**Wiring by layer**

(1 px per µm)
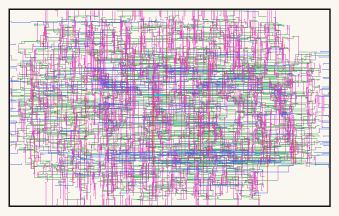
**Placement by cell class**

(1 px per µm)
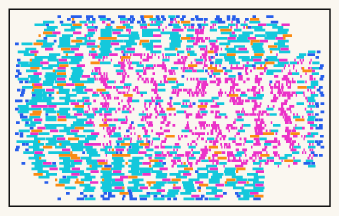
**I/O pins on the die edge**

(1.5 px per µm) Pins as bars across the die edge, other pins in gray.
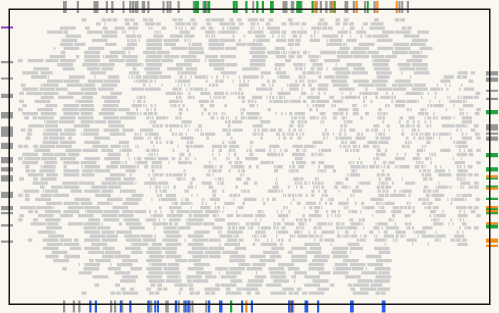
--- src/rtl/cdma_req_sched_if.sv ---
// rtl/cdma_req_sched_if.sv - descriptor request and CDMA command bundle for cdma_req_sched
interface cdma_req_sched_if #(
    parameter int ADDR_WIDTH  = 32,
    parameter int TRANS_WIDTH = 16,
    parameter int LEN_WIDTH   = 24
);
    logic                   req_valid;
    logic                   req_ready;
    logic [ADDR_WIDTH-1:0]  req_src;
    logic [ADDR_WIDTH-1:0]  req_dst;
    logic [LEN_WIDTH-1:0]   req_len;

    logic [ADDR_WIDTH-1:0]  cdma_src_addr;
    logic [ADDR_WIDTH-1:0]  cdma_dst_addr;
    logic [TRANS_WIDTH-1:0] cdma_trans_len;
    logic                   cdma_start;
    logic                   cdma_done;

    modport slave (
        input  req_valid, req_src, req_dst, req_len, cdma_done,
        output req_ready, cdma_src_addr, cdma_dst_addr, cdma_trans_len, cdma_start
    );

    modport master (
        output req_valid, req_src, req_dst, req_len, cdma_done,
        input  req_ready, cdma_src_addr, cdma_dst_addr, cdma_trans_len, cdma_start
    );
endinterface

--- src/rtl/cdma_req_sched.sv ---
// rtl/cdma_req_sched.sv - queues copy descriptors and issues them to CDMA_Wrapper in chunks; CDMA_SCHED_4K_SPLIT_EN adds 4 KB boundary splitting
module cdma_req_sched #(
    parameter int ADDR_WIDTH  = 32,
    parameter int TRANS_WIDTH = 16,
    parameter int LEN_WIDTH   = 24,
    parameter int MAX_CHUNK   = 4096,
    parameter int FIFO_DEPTH  = 4
) (
    input  logic              clk,
    input  logic              rst,
    cdma_req_sched_if.slave   bus,
    output logic              busy,
    output logic              desc_done
);
    localparam int PTR_W = $clog2(FIFO_DEPTH);
    localparam int CNT_W = PTR_W + 1;

    typedef enum logic [2:0] {
        S_IDLE  = 3'd0,
        S_LOAD  = 3'd1,
        S_CALC  = 3'd2,
        S_ISSUE = 3'd3,
        S_WAIT  = 3'd4,
        S_FIN   = 3'd5
    } state_t;

    logic [ADDR_WIDTH-1:0] fifo_src_q [FIFO_DEPTH];
    logic [ADDR_WIDTH-1:0] fifo_dst_q [FIFO_DEPTH];
    logic [LEN_WIDTH-1:0]  fifo_len_q [FIFO_DEPTH];
    logic [PTR_W-1:0]      wr_ptr_q, wr_ptr_d;
    logic [PTR_W-1:0]      rd_ptr_q, rd_ptr_d;
    logic [CNT_W-1:0]      count_q, count_d;
    logic                  full;
    logic                  push;
    logic                  pop;

    state_t                state_q, state_d;
    logic [ADDR_WIDTH-1:0] src_q, src_d;
    logic [ADDR_WIDTH-1:0] dst_q, dst_d;
    logic [LEN_WIDTH-1:0]  rem_q, rem_d;
    logic [TRANS_WIDTH-1:0] chunk_q, chunk_d;
    logic [ADDR_WIDTH-1:0] cdma_src_q, cdma_src_d;
    logic [ADDR_WIDTH-1:0] cdma_dst_q, cdma_dst_d;
    logic [TRANS_WIDTH-1:0] cdma_len_q, cdma_len_d;
    logic                  cdma_start_q, cdma_start_d;
    logic                  desc_done_q, desc_done_d;
    logic                  busy_q, busy_d;

    logic [LEN_WIDTH-1:0]  chunk_calc;

    assign full          = (count_q == CNT_W'(FIFO_DEPTH));
    assign push          = bus.req_valid && !full;
    assign pop           = (state_q == S_LOAD);
    assign bus.req_ready = !full;

    // Descriptor storage carries no reset; only the pointers and count define validity.
    always_ff @(posedge clk) begin
        if (push) begin
            fifo_src_q[wr_ptr_q] <= bus.req_src;
            fifo_dst_q[wr_ptr_q] <= bus.req_dst;
            fifo_len_q[wr_ptr_q] <= bus.req_len;
        end
    end

    always_comb begin
        wr_ptr_d = wr_ptr_q;
        rd_ptr_d = rd_ptr_q;
        if (push) begin
            wr_ptr_d = wr_ptr_q + PTR_W'(1);
        end
        if (pop) begin
            rd_ptr_d = rd_ptr_q + PTR_W'(1);
        end
        count_d = count_q + CNT_W'(push) - CNT_W'(pop);
    end

    // Chunk size: remaining bytes capped by MAX_CHUNK, optionally by distance to the next 4 KB page.
`ifdef CDMA_SCHED_4K_SPLIT_EN
    logic [12:0]          src_page_room;
    logic [12:0]          dst_page_room;
    logic [LEN_WIDTH-1:0] chunk_cap;

    always_comb begin
        src_page_room = 13'h1000 - {1'b0, src_q[11:0]};
        dst_page_room = 13'h1000 - {1'b0, dst_q[11:0]};
        chunk_cap     = LEN_WIDTH'(MAX_CHUNK);
        if (LEN_WIDTH'(src_page_room) < chunk_cap) begin
            chunk_cap = LEN_WIDTH'(src_page_room);
        end
        if (LEN_WIDTH'(dst_page_room) < chunk_cap) begin
            chunk_cap = LEN_WIDTH'(dst_page_room);
        end
        chunk_calc = (rem_q < chunk_cap) ? rem_q : chunk_cap;
    end
`else
    always_comb begin
        chunk_calc = (rem_q < LEN_WIDTH'(MAX_CHUNK)) ? rem_q : LEN_WIDTH'(MAX_CHUNK);
    end
`endif

    always_comb begin
        state_d    = state_q;
        src_d      = src_q;
        dst_d      = dst_q;
        rem_d      = rem_q;
        chunk_d    = chunk_q;
        cdma_src_d = cdma_src_q;
        cdma_dst_d = cdma_dst_q;
        cdma_len_d = cdma_len_q;

        case (state_q)
            S_IDLE: begin
                if (count_q != '0) begin
                    state_d = S_LOAD;
                end
            end
            S_LOAD: begin
                src_d   = fifo_src_q[rd_ptr_q];
                dst_d   = fifo_dst_q[rd_ptr_q];
                rem_d   = fifo_len_q[rd_ptr_q];
                state_d = (fifo_len_q[rd_ptr_q] == '0) ? S_FIN : S_CALC;
            end
            S_CALC: begin
                chunk_d    = chunk_calc[TRANS_WIDTH-1:0];
                cdma_src_d = src_q;
                cdma_dst_d = dst_q;
                cdma_len_d = chunk_calc[TRANS_WIDTH-1:0];
                state_d    = S_ISSUE;
            end
            S_ISSUE: begin
                state_d = S_WAIT;
            end
            S_WAIT: begin
                if (bus.cdma_done) begin
                    src_d   = src_q + ADDR_WIDTH'(chunk_q);
                    dst_d   = dst_q + ADDR_WIDTH'(chunk_q);
                    rem_d   = rem_q - LEN_WIDTH'(chunk_q);
                    state_d = (rem_q == LEN_WIDTH'(chunk_q)) ? S_FIN : S_CALC;
                end
            end
            S_FIN: begin
                state_d = S_IDLE;
            end
            default: begin
                state_d = S_IDLE;
            end
        endcase

        // Pulses and busy are registered from the next state so they line up with it.
        cdma_start_d = (state_d == S_ISSUE);
        desc_done_d  = (state_d == S_FIN);
        busy_d       = (state_d != S_IDLE) || (count_d != '0);
    end

    always_ff @(posedge clk) begin
        if (!rst) begin
            state_q      <= S_IDLE;
            wr_ptr_q     <= '0;
            rd_ptr_q     <= '0;
            count_q      <= '0;
            src_q        <= '0;
            dst_q        <= '0;
            rem_q        <= '0;
            chunk_q      <= '0;
            cdma_src_q   <= '0;
            cdma_dst_q   <= '0;
            cdma_len_q   <= '0;
            cdma_start_q <= 1'b0;
            desc_done_q  <= 1'b0;
            busy_q       <= 1'b0;
        end else begin
            state_q      <= state_d;
            wr_ptr_q     <= wr_ptr_d;
            rd_ptr_q     <= rd_ptr_d;
            count_q      <= count_d;
            src_q        <= src_d;
            dst_q        <= dst_d;
            rem_q        <= rem_d;
            chunk_q      <= chunk_d;
            cdma_src_q   <= cdma_src_d;
            cdma_dst_q   <= cdma_dst_d;
            cdma_len_q   <= cdma_len_d;
            cdma_start_q <= cdma_start_d;
            desc_done_q  <= desc_done_d;
            busy_q       <= busy_d;
        end
    end

    assign bus.cdma_src_addr  = cdma_src_q;
    assign bus.cdma_dst_addr  = cdma_dst_q;
    assign bus.cdma_trans_len = cdma_len_q;
    assign bus.cdma_start     = cdma_start_q;
    assign desc_done          = desc_done_q;
    assign busy               = busy_q;
endmodule

--- src/flat_wrapper.sv ---
// flat-port wrapper written by rule: the top's interface ports become plain ports
module cdma_req_sched_flat 
#(
    parameter int ADDR_WIDTH  = 32,
    parameter int TRANS_WIDTH = 16,
    parameter int LEN_WIDTH   = 24,
    parameter int MAX_CHUNK   = 4096,
    parameter int FIFO_DEPTH  = 4
)
  (clk, rst, busy, desc_done, bus_req_valid, bus_req_src, bus_req_dst, bus_req_len, bus_cdma_done, bus_req_ready, bus_cdma_src_addr, bus_cdma_dst_addr, bus_cdma_trans_len, bus_cdma_start);
  cdma_req_sched_if #(.ADDR_WIDTH(ADDR_WIDTH), .TRANS_WIDTH(TRANS_WIDTH), .LEN_WIDTH(LEN_WIDTH)) bus_i ();
  input  logic clk;
  input  logic rst;
  output logic busy;
  output logic desc_done;
  input wire logic [$bits(bus_i.req_valid)-1:0] bus_req_valid;
  input wire logic [$bits(bus_i.req_src)-1:0] bus_req_src;
  input wire logic [$bits(bus_i.req_dst)-1:0] bus_req_dst;
  input wire logic [$bits(bus_i.req_len)-1:0] bus_req_len;
  input wire logic [$bits(bus_i.cdma_done)-1:0] bus_cdma_done;
  output wire logic [$bits(bus_i.req_ready)-1:0] bus_req_ready;
  output wire logic [$bits(bus_i.cdma_src_addr)-1:0] bus_cdma_src_addr;
  output wire logic [$bits(bus_i.cdma_dst_addr)-1:0] bus_cdma_dst_addr;
  output wire logic [$bits(bus_i.cdma_trans_len)-1:0] bus_cdma_trans_len;
  output wire logic [$bits(bus_i.cdma_start)-1:0] bus_cdma_start;
  assign bus_i.req_valid = bus_req_valid;
  assign bus_i.req_src = bus_req_src;
  assign bus_i.req_dst = bus_req_dst;
  assign bus_i.req_len = bus_req_len;
  assign bus_i.cdma_done = bus_cdma_done;
  assign bus_req_ready = bus_i.req_ready;
  assign bus_cdma_src_addr = bus_i.cdma_src_addr;
  assign bus_cdma_dst_addr = bus_i.cdma_dst_addr;
  assign bus_cdma_trans_len = bus_i.cdma_trans_len;
  assign bus_cdma_start = bus_i.cdma_start;
  cdma_req_sched #(.ADDR_WIDTH(ADDR_WIDTH), .TRANS_WIDTH(TRANS_WIDTH), .LEN_WIDTH(LEN_WIDTH), .MAX_CHUNK(MAX_CHUNK), .FIFO_DEPTH(FIFO_DEPTH)) u_core (.clk(clk), .rst(rst), .bus(bus_i), .busy(busy), .desc_done(desc_done));
endmodule
--- config.mk ---
export PLATFORM = sky130hd
export DESIGN_NAME = cdma_req_sched_flat
export DESIGN_NICKNAME = d
export VERILOG_FILES = /design/src/rtl/cdma_req_sched_if.sv /design/src/rtl/cdma_req_sched.sv /design/src/flat_wrapper.sv
export SDC_FILE = /design/constraint.sdc
export NUM_CORES = 1
export LEC_CHECK = 0
export ABC_AREA = 0
export CAP_MARGIN = 10
export CELL_PAD_IN_SITES_DETAIL_PLACEMENT = 0
export CELL_PAD_IN_SITES_GLOBAL_PLACEMENT = 1
export CORE_ASPECT_RATIO = 0.6
export CORE_MARGIN = 5
export CORE_UTILIZATION = 40
export CTS_CLUSTER_DIAMETER = 120
export CTS_CLUSTER_SIZE = 8
export DETAILED_ROUTE_END_ITERATION = 8
export GPL_ROUTABILITY_DRIVEN = 1
export PLACE_DENSITY_LB_ADDON = 0.15
export SYNTH_ARGS = -nofsm -noshare
export SYNTH_HDL_FRONTEND = slang
export SYNTH_SLANG_ARGS = --single-unit
--- constraint.sdc ---
create_clock -name clk -period 6 [get_ports clk]
set_input_delay 1.2 -clock clk [delete_from_list [all_inputs] [get_ports clk]]
set_output_delay 1.2 -clock clk [all_outputs]
set_load 0.005 [all_outputs]
==> flow_metrics.tcl <==
# place-and-route summary
set metrics [dict create \
    syn_area_per_cell_um2 12.7 \
    cts.htree.levels 3 \
    yosysTopAreaCellShare_pct 46.0 \
    cts_buffers 76 \
    synth.distinct_cells 76 \
    grt_pass1_wl_mm 99.8 \
    p_per_area_nw_per_um2 465 \
    fin_crit_sh_pct 57.9 \
    yosys_warnings 0 \
    crit_path_start_kind "register" \
    async_flop_share_pct 0 \
    clockRootBuffer "clkbuf_16" \
    warning_count 29 \
    grt_pass1_vias 15300 \
    setup_tns_ns 0 \
    arrival_ns 4.00 \
    cts_buffer_depth 3 \
    place.gp.congestion 0.893 \
    post-cts-setup-buffer-count 0 \
    layoutNonFillerInstCount 2802 \
    cts_tree "built" \
    most_common_cell "edfxtp_1" \
    worst_pin_slew_ns 1.14 \
    grt_remaining_overflow 0 \
    cts_resized 0 \
    fin_area_um2 27700 \
    total_power_mw 12.9 \
    syn-cell-area_um2 23000 \
    ant_nets 0 \
    antenna_found_initial 3 \
    synthTopCellsByArea "edfxtp_1, dfxtp_1, mux4_2, nand2_1, a21oi_1" \
    fp-utilization_pct 40.2 \
    leakagePower_nw 9.27 \
    logic_area_um2 8220 \
    worstSetupEndpointType "register" \
    drt_iter0_markers 1518 \
    cts_sinks 535 \
    slew_headroom_pct 23.4 \
    max_freq_mhz 288 \
    ys_seq_share_pct 62.0 \
    yosys.area.top_type "edfxtp_1" \
    placed_cells 2666 \
    critPathKind "reg2reg" \
    routed_via_density 5.60 \
    drive_gt1_share_pct 11.1 \
    grt_max_degree 82 \
    placed_cell_area_um2 25500 \
    outcome "finished, final reports clean" \
    drtPass1Iterations 7 \
    required_ns 6.52 \
    via_count 15700 \
    finalHoldViolations 0 \
    chipArea_um2 62500 \
    clk_latency_ns 0.63 \
    yosysChipArea_um2 23000 \
    fin_crit_ns 3.48 \
    avgRoutedWirePerCell_um 23.8 \
    maxSlewViolCount 0 \
    cap_violations 0 \
    ir_worst_vdd_uv 277 \
    synth_flops 535 \
    nets 2124 \
    diodes 0 \
    common_cells "edfxtp_1, nand2_1, dfxtp_1" \
    hold_class "reg2reg" \
    dp_slack_ns 2.11 \
    ys_cells 1804 \
    drc 0 \
    critPathMaxFanout 11 \
    fillers 5078 \
    dp_hpwl_mm 45.4 \
    io_pins 176 \
    ctsHoldBuffers 0 \
    synthCells 1804 \
    areaGrowthSynthToFinish_pct 20.7 \
    path_clk_slew_ns 0.05 \
    hold_ws_ns 0.452 \
    setup_violations 0 \
    finClkSkew_ns 0.0360 \
    synth_nets 1954 \
    regArea_um2 14200 \
    core_um2 57200 \
    synth-main-ff-cell "edfxtp_1" \
    rsz0062_at_grt "no" \
    finalWorstSetupSlack_ns 2.52 \
    edf_count 352 \
]
Notes on 'wiring by layer' above:
magenta -> M2  # wire length 28.4 mm
blue -> M3  # wire length 5490 µm
red -> M4  # wire length 1150 µm
green -> M1  # wire length 31.7 mm
cyan -> M5  # wire length 7.40 µm
final wirelength: 66.8 mm
total track usage: 21.1%

Notes on 'placement by cell class' above:
cyan -> registers  # cells 535, share of their area 53%
orange -> clock drivers and dummy loads  # cells 136, share of their area 8.4%
magenta -> remaining logic cells  # cells 1163, share of their area 31%
blue -> remaining buffers and delay cells  # cells 198, share of their area 7.2%
fin util: 48.5%
FP Rows: 68
Seq area share: 51.4%

Notes on 'I/O pins on the die edge' above:
purple -> clk  # pins 1, direction input, edge left
green -> bus_cdma_src_addr  # pins 32, direction output, edge 18 top, 13 right, 1 bottom
orange -> bus_cdma_trans_len  # pins 16, direction output, edge 8 right, 5 top, 3 bottom
blue -> bus_req_len  # pins 24, direction input, edge bottom
all pins by edge = 68 top, 43 bottom, 33 right, 32 left
die width: 319 µm
die height: 196 µm
IO buf count: 175

logic make-up (layout without fill, tap and decap cells):
kind of cell | Yosys count | in the layout | synth area share, %
and+or+nand+nor | 519 | 519 | 10.3
DFF | 535 | 535 | 62.0
buffers and inverters | 137 | 365 | 2.46
xor gates and xnor gates | 33 | 33 | 1.26
AOI/OAI and AO/OA | 430 | 430 | 11.9
muxes | 92 | 92 | 8.81
adders and majority gates | 58 | 58 | 3.29
final timing paths:
kind / depth (start not counted) / end / start / slack, ns
setup / recovery: 8 / u_core.src_q[23] / u_core.chunk_q[10] / 2.52
hold reg to reg: 2 / u_core.bus.cdma_dst_addr[14] / u_core.bus.cdma_dst_addr[14] / 0.45
setup reg to reg: 8 / u_core.src_q[23] / u_core.chunk_q[10] / 2.52
hold / removal: 2 / u_core.bus.cdma_dst_addr[14] / u_core.bus.cdma_dst_addr[14] / 0.45
routing by layer:
| layer | global-route usage [%] | wire [µm] | vias up |
|---|---|---|---|
| li1 | - | - | 7266 |
| met1 | 31.9 | 31700 | 7849 |
| met2 | 30.5 | 28400 | 482 |
| met3 | 5.76 | 5490 | 86 |
| met4 | 4.57 | 1150 | 2 |
| met5 | 0 | 7 | - |
sequential cells by signal, summed over array words and instances (netlist names), 24 cells and up, named ones only:
| register | flops |
|---|---|
| u_core.fifo_src_q | 128 |
| u_core.rem_q | 24 |
| u_core.dst_q | 32 |
| u_core.fifo_len_q | 96 |
| u_core.fifo_dst_q | 128 |
| u_core.src_q | 32 |
| u_core.bus.cdma_dst_addr | 32 |
| u_core.bus.cdma_src_addr | 32 |
cells in the final DEF (no fill, tap or decap), types with 22 or more instances in the layout:
cell | synthesis | routed
clkdlybuf4s50_1 | 0 | 174
clkbuf_1 | 73 | 53
nor2_1 | 93 | 92
buf_4 | 8 | 22
nand2_1 | 253 | 250
inv_1 | 30 | 30
edfxtp_1 | 352 | 352
dfxtp_1 | 183 | 181
ha_1 | 54 | 54
a211oi_1 | 27 | 27
mux4_2 | 88 | 88
a21oi_1 | 153 | 153
a31oi_1 | 25 | 25
clkbuf_16 | 0 | 78
nand3_1 | 33 | 33
o21ai_0 | 72 | 71
power by group:
group / switching (mW) / leakage, nW / total, mW / internal (mW)
clock network: 1.60 / 1.07 / 4.04 / 2.43
registers: 0.445 / 4.71 / 4.94 / 4.50
logic: 2.37 / 3.48 / 3.92 / 1.55
total: 4.42 / 9.27 / 12.9 / 8.48
critical path: stages, from the launching register on:
cell      delay, ns
dfxtp_1        0.53
ha_1           0.34
o211ai_1       0.16
a21boi_0       0.44
o311ai_0       0.27
o21ai_1        0.93
nand4_1        0.31
xor2_1         0.22
o31ai_1        0.20
area by class of cell:
type	instances	area share (%)
inverters	31	0.429
clock buffers	131	7.76
well taps	770	3.48
flip-flops and latches	535	51.4
repair buffers	198	6.97
multi-input cells	1132	29.6
clock inverters	5	0.343
No activity file was given, so power comes from the tool's default toggle rates.
